## src/rtl/ctrl_pkg.sv

```systemverilog
// Shared types and encodings for the ALUSystem hardwired control sequencer.
// The CtrlWord bit layout is defined by ctrlWord_t (MSB first) and the CW_* offsets.
package ctrl_pkg;

  typedef enum logic [2:0] {
    S_INIT    = 3'd0,
    S_FETCH_L = 3'd1,
    S_FETCH_H = 3'd2,
    S_EXEC0   = 3'd3,
    S_EXEC1   = 3'd4,
    S_HALT    = 3'd5
  } ctrlState_t;

  localparam logic [3:0] OP_LDI = 4'd0;
  localparam logic [3:0] OP_LD  = 4'd1;
  localparam logic [3:0] OP_ST  = 4'd2;
  localparam logic [3:0] OP_ADD = 4'd3;
  localparam logic [3:0] OP_SUB = 4'd4;
  localparam logic [3:0] OP_AND = 4'd5;
  localparam logic [3:0] OP_INC = 4'd6;
  localparam logic [3:0] OP_DEC = 4'd7;
  localparam logic [3:0] OP_BRA = 4'd8;
  localparam logic [3:0] OP_BZ  = 4'd9;
  localparam logic [3:0] OP_HLT = 4'd15;

  localparam logic [1:0] FS_DEC   = 2'b00;
  localparam logic [1:0] FS_INC   = 2'b01;
  localparam logic [1:0] FS_LOAD  = 2'b10;
  localparam logic [1:0] FS_CLEAR = 2'b11;

  localparam logic [3:0] ALU_PASSA = 4'b0000;
  localparam logic [3:0] ALU_ADD   = 4'b0100;
  localparam logic [3:0] ALU_SUB   = 4'b0110;
  localparam logic [3:0] ALU_AND   = 4'b0111;

  localparam logic [1:0] MUX_ALU  = 2'b00;
  localparam logic [1:0] MUX_MEM  = 2'b01;
  localparam logic [1:0] MUX_IMM  = 2'b10;
  localparam logic [1:0] MUX_ARFC = 2'b11;

  localparam logic [1:0] ARF_SEL_PC = 2'b00;
  localparam logic [1:0] ARF_SEL_AR = 2'b01;
  localparam logic [2:0] ARF_EN_PC  = 3'b011;
  localparam logic [2:0] ARF_EN_AR  = 3'b101;

  typedef struct packed {
    logic [1:0] rfOutASel;
    logic [1:0] rfOutBSel;
    logic [1:0] rfFunSel;
    logic [3:0] rfRegSel;
    logic [3:0] aluFunSel;
    logic [1:0] arfOutCSel;
    logic [1:0] arfOutDSel;
    logic [1:0] arfFunSel;
    logic [2:0] arfRegSel;
    logic       irLH;
    logic       irEnable;
    logic [1:0] irFunSel;
    logic       memWR;
    logic       memCS;
    logic [1:0] muxASel;
    logic [1:0] muxBSel;
    logic       muxCSel;
  } ctrlWord_t;

  // LSB offset of each field inside the 34-bit CtrlWord.
  localparam int CW_MUXC = 0;
  localparam int CW_MUXB = 1;
  localparam int CW_MUXA = 3;
  localparam int CW_MEMCS = 5;
  localparam int CW_MEMWR = 6;
  localparam int CW_IRFUN = 7;
  localparam int CW_IREN = 9;
  localparam int CW_IRLH = 10;
  localparam int CW_ARFREG = 11;
  localparam int CW_ARFFUN = 14;
  localparam int CW_ARFOUTD = 16;
  localparam int CW_ARFOUTC = 18;
  localparam int CW_ALUFUN = 20;
  localparam int CW_RFREG = 24;
  localparam int CW_RFFUN = 28;
  localparam int CW_RFOUTB = 30;
  localparam int CW_RFOUTA = 32;

  localparam ctrlWord_t CTRL_IDLE = '{
    rfOutASel: 2'b00, rfOutBSel: 2'b00, rfFunSel: 2'b00, rfRegSel: 4'b1111,
    aluFunSel: 4'b0000, arfOutCSel: 2'b00, arfOutDSel: 2'b00, arfFunSel: 2'b00,
    arfRegSel: 3'b111, irLH: 1'b0, irEnable: 1'b0, irFunSel: 2'b00,
    memWR: 1'b0, memCS: 1'b1, muxASel: 2'b00, muxBSel: 2'b00, muxCSel: 1'b0
  };

  // RF register enables are active-low, one bit per register, R0 in the MSB.
  function automatic logic [3:0] rfEnable(input logic [1:0] rd);
    return ~(4'b1000 >> rd);
  endfunction

endpackage

```

## src/rtl/ctrl_decode.sv

```systemverilog
// Combinational decode of (state, IR, flags) into the 34-bit datapath control word.
module ctrl_decode
  import ctrl_pkg::*;
#(
  parameter bit CLEAR_ON_RESET = 1'b1
) (
  input  ctrlState_t  State,
  input  logic [15:0] IROut,
  input  logic [3:0]  Flags,
  output ctrlWord_t   CtrlWord
);

  logic [3:0] op;
  logic [1:0] rd;
  logic [1:0] rs;
  logic       unusedBits;

  assign op = IROut[15:12];
  assign rd = IROut[11:10];
  assign rs = IROut[9:8];
  // The immediate reaches the datapath through MuxA/MuxB; only Z steers control.
  assign unusedBits = ^{IROut[7:0], Flags[2:0]};

  always_comb begin
    CtrlWord = CTRL_IDLE;
    case (State)
      S_INIT: begin
        if (CLEAR_ON_RESET) begin
          CtrlWord.rfRegSel  = 4'b0000;
          CtrlWord.rfFunSel  = FS_CLEAR;
          CtrlWord.arfRegSel = 3'b000;
          CtrlWord.arfFunSel = FS_CLEAR;
        end
      end
      S_FETCH_L, S_FETCH_H: begin
        CtrlWord.arfOutDSel = ARF_SEL_PC;
        CtrlWord.memCS      = 1'b0;
        CtrlWord.irEnable   = 1'b1;
        CtrlWord.irLH       = (State == S_FETCH_H);
        CtrlWord.irFunSel   = FS_LOAD;
        CtrlWord.arfRegSel  = ARF_EN_PC;
        CtrlWord.arfFunSel  = FS_INC;
      end
      S_EXEC0: begin
        case (op)
          OP_LDI: begin
            CtrlWord.rfRegSel = rfEnable(rd);
            CtrlWord.rfFunSel = FS_LOAD;
            CtrlWord.muxASel  = MUX_IMM;
          end
          OP_LD, OP_ST: begin
            CtrlWord.arfRegSel = ARF_EN_AR;
            CtrlWord.arfFunSel = FS_LOAD;
            CtrlWord.muxBSel   = MUX_IMM;
          end
          OP_ADD, OP_SUB, OP_AND: begin
            CtrlWord.rfOutASel = rd;
            CtrlWord.rfOutBSel = rs;
            CtrlWord.aluFunSel = (op == OP_ADD) ? ALU_ADD :
                                 (op == OP_SUB) ? ALU_SUB : ALU_AND;
            CtrlWord.muxASel   = MUX_ALU;
            CtrlWord.rfRegSel  = rfEnable(rd);
            CtrlWord.rfFunSel  = FS_LOAD;
          end
          OP_INC, OP_DEC: begin
            CtrlWord.rfRegSel = rfEnable(rd);
            CtrlWord.rfFunSel = (op == OP_INC) ? FS_INC : FS_DEC;
          end
          OP_BRA, OP_BZ: begin
            if (op == OP_BRA || Flags[3]) begin
              CtrlWord.arfRegSel = ARF_EN_PC;
              CtrlWord.arfFunSel = FS_LOAD;
              CtrlWord.muxBSel   = MUX_IMM;
            end
          end
          default: ;
        endcase
      end
      S_EXEC1: begin
        // Second cycle of LD/ST: memory is addressed through ARF OutD = AR.
        if (op == OP_LD) begin
          CtrlWord.arfOutDSel = ARF_SEL_AR;
          CtrlWord.memCS      = 1'b0;
          CtrlWord.muxASel    = MUX_MEM;
          CtrlWord.rfRegSel   = rfEnable(rd);
          CtrlWord.rfFunSel   = FS_LOAD;
        end else if (op == OP_ST) begin
          CtrlWord.arfOutDSel = ARF_SEL_AR;
          CtrlWord.rfOutASel  = rs;
          CtrlWord.aluFunSel  = ALU_PASSA;
          CtrlWord.memCS      = 1'b0;
          CtrlWord.memWR      = 1'b1;
        end
      end
      default: ;
    endcase
  end

endmodule

```

## src/rtl/control_sequencer.sv

```systemverilog
// Hardwired fetch/decode/execute sequencer for the ALUSystem datapath.
// Build option: define CTRL_ILLEGAL_TRAP_EN to trap ops 10-14 into HALT with a sticky Illegal flag.
module control_sequencer
  import ctrl_pkg::*;
#(
  parameter int IR_W           = 16,
  parameter bit CLEAR_ON_RESET = 1'b1
) (
  input  logic            Clock,
  input  logic            nReset,
  input  logic [IR_W-1:0] IROut,
  input  logic [3:0]      Flags,
  output logic [33:0]     CtrlWord,
  output logic            Halted,
  output logic            Illegal,
  output logic [15:0]     RetireCnt,
  output ctrlState_t      DbgState
);

  ctrlState_t state;
  ctrlWord_t  word;
  logic [3:0] op;
  logic       trapOp;

  assign op       = IROut[15:12];
  assign DbgState = state;
  assign CtrlWord = word;

`ifdef CTRL_ILLEGAL_TRAP_EN
  logic illegalQ;
  assign trapOp  = (op >= 4'd10) && (op <= 4'd14);
  assign Illegal = illegalQ;
`else
  assign trapOp  = 1'b0;
  assign Illegal = 1'b0;
`endif

  ctrl_decode #(.CLEAR_ON_RESET(CLEAR_ON_RESET)) uDecode (
    .State    (state),
    .IROut    (IROut[15:0]),
    .Flags    (Flags),
    .CtrlWord (word)
  );

  always_ff @(posedge Clock or negedge nReset) begin
    if (!nReset) begin
      state     <= S_INIT;
      RetireCnt <= 16'd0;
      Halted    <= 1'b0;
`ifdef CTRL_ILLEGAL_TRAP_EN
      illegalQ  <= 1'b0;
`endif
    end else begin
      case (state)
        S_INIT:    state <= S_FETCH_L;
        S_FETCH_L: state <= S_FETCH_H;
        S_FETCH_H: state <= S_EXEC0;
        S_EXEC0: begin
          if (op == OP_HLT) begin
            state     <= S_HALT;
            Halted    <= 1'b1;
            RetireCnt <= RetireCnt + 16'd1;
          end else if (op == OP_LD || op == OP_ST) begin
            state <= S_EXEC1;
          end else if (trapOp) begin
            // Trapped opcodes never retire.
            state  <= S_HALT;
            Halted <= 1'b1;
`ifdef CTRL_ILLEGAL_TRAP_EN
            illegalQ <= 1'b1;
`endif
          end else begin
            state     <= S_FETCH_L;
            RetireCnt <= RetireCnt + 16'd1;
          end
        end
        S_EXEC1: begin
          state     <= S_FETCH_L;
          RetireCnt <= RetireCnt + 16'd1;
        end
        S_HALT:  state <= S_HALT;
        default: state <= S_INIT;
      endcase
    end
  end

endmodule
```

## config.mk

```make
export PLATFORM = sky130hd
export DESIGN_NAME = control_sequencer
export DESIGN_NICKNAME = d
export VERILOG_FILES = /design/src/rtl/ctrl_pkg.sv /design/src/rtl/ctrl_decode.sv /design/src/rtl/control_sequencer.sv
export SDC_FILE = /design/constraint.sdc
export NUM_CORES = 1
export LEC_CHECK = 0
export CORE_ASPECT_RATIO = 0.6
export CORE_MARGIN = 4
export CORE_UTILIZATION = 34
export DETAILED_ROUTE_END_ITERATION = 10
export PLACE_DENSITY_LB_ADDON = 0.08
export REMOVE_ABC_BUFFERS = 1
export SYNTH_ARGS = -nofsm -noshare
export SYNTH_HDL_FRONTEND = slang
export SYNTH_SLANG_ARGS = --single-unit
export TNS_END_PERCENT = 50
```

## constraint.sdc

```tcl
create_clock -name Clock -period 1.55 [get_ports Clock]
set_input_delay 0.2325 -clock Clock [delete_from_list [all_inputs] [get_ports Clock]]
set_output_delay 0.2325 -clock Clock [all_outputs]
set_load 0.02 [all_outputs]
```

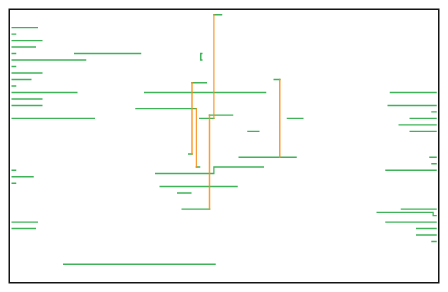
layers.png
Two of the layers only.
- M4: orange (wire length 85.0 um)
- M3: green (wire length 362 um)

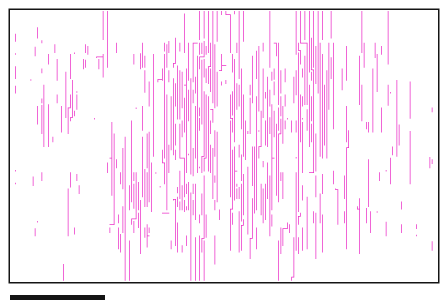
m2.png
Bar = 20 um.
- longest straight run: 33.3 um
- share of all routed wire: 47%
- nets with wire on the layer: 244
- main direction: vertical
- wire length on this layer: 2360 um

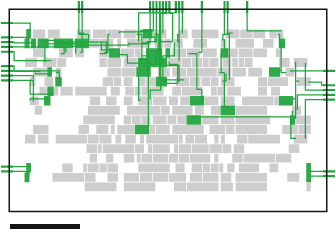
port_trees.png
Bar = 20 um.
- CtrlWord: green (bits 34; direction output; end cells 33; buffers 31; wire 743 um)

==> notes.md <==
Physical implementation status

The end-of-flow timing check tallies setup violations at 41. The area fraction in mux cells stands at 0.733%. The tightest min-delay check is of the input port to asynchronous set/reset pin type. The commonest cells after synthesis are sky130_fd_sc_hd__dfrtp_1 (20), sky130_fd_sc_hd__nor2_1 (18), sky130_fd_sc_hd__nand2_1 (16), sky130_fd_sc_hd__xnor2_1 (11), sky130_fd_sc_hd__buf_4 (10).

The largest total area in the synthesized netlist belongs to sky130_fd_sc_hd__dfrtp_1. The shortest clock period the worst path allows after layout stands at 1.94 ns. The final reports fail on negative setup slack.

On met3, the global router reports a usage of 6.06%. In the global route stage, met2 resource usage came out at 28.6%. The total detailed-routing wirelength stands at 5.00 mm. The final timing report gives a worst setup slack of -0.392 ns. The number of maximum-capacitance violations recorded for the run is 0. The most critical hold endpoint after final layout shows a slack of 0.315 ns.

The sequential cell count stands at 20. The flow ran to the end, but the final reports show violations. The placement-stage cell area stands at 0.00214 sq mm. The report puts the hold buffer count at CTS at 0.

After layout, the inverter instance count without clock inverters stands at 1. The cell count in the Yosys report stands at 157. Of the total synthesized cell area, the portion taken by AND, OR, NAND and NOR gates is 31.0%.
==> stage by stage <==
| stage | utilization [%] | cells | setup WS (ns) | power (mW) |
|---|---|---|---|---|
| after floorplan | - | 148 | -0.501 | 1.93 |
| after global placement | 56.7 | 282 | -1.02 | 3.25 |
| after detailed placement | 56.7 | 282 | -1.02 | 3.28 |
| after CTS | 63.3 | 292 | -0.368 | 4.00 |
| after global routing | 68.8 | 301 | -0.423 | 4.52 |
| final | 68.8 | 301 | -0.392 | 4.31 |
==> where the power goes <==
part	leakage (nW)	internal, mW	switching [mW]
registers	0.261	0.641	0.134
clock network	0.0288	0.226	0.179
logic	1.00	1.50	1.63
==> path summary, 6_finish.rpt <==
kind,to,from,slack (ns),depth (start not counted)
max in group asynchronous,DbgState[2]$_DFF_PN0_,nReset,1.01,2
worst max-delay path,CtrlWord[29],DbgState[1]$_DFF_PN0_,-0.39,5
worst max register to register,RetireCnt[13]$_DFFE_PN0P_,DbgState[1]$_DFF_PN0_,-0.24,8
min in group Clock,Halted$_DFFE_PN0P_,IROut[15],0.40,3
worst min-delay path,RetireCnt[1]$_DFFE_PN0P_,nReset,0.31,2
worst min register to register,RetireCnt[15]$_DFFE_PN0P_,RetireCnt[15]$_DFFE_PN0P_,0.48,1
==> flip-flops by register name, summed over array words and instances (netlist names) <==
register,cells
RetireCnt,16
DbgState,3
Halted,1
==> critical path: stages (launching register included) <==
cell	delay [ns]
sky130_fd_sc_hd__dfrtp_1	0.41
sky130_fd_sc_hd__buf_6	0.17
sky130_fd_sc_hd__nor3_2	0.05
sky130_fd_sc_hd__buf_4	0.14
sky130_fd_sc_hd__or4_4	0.53
sky130_fd_sc_hd__buf_6	0.15
No activity file was given, so power comes from the tool's default toggle rates.
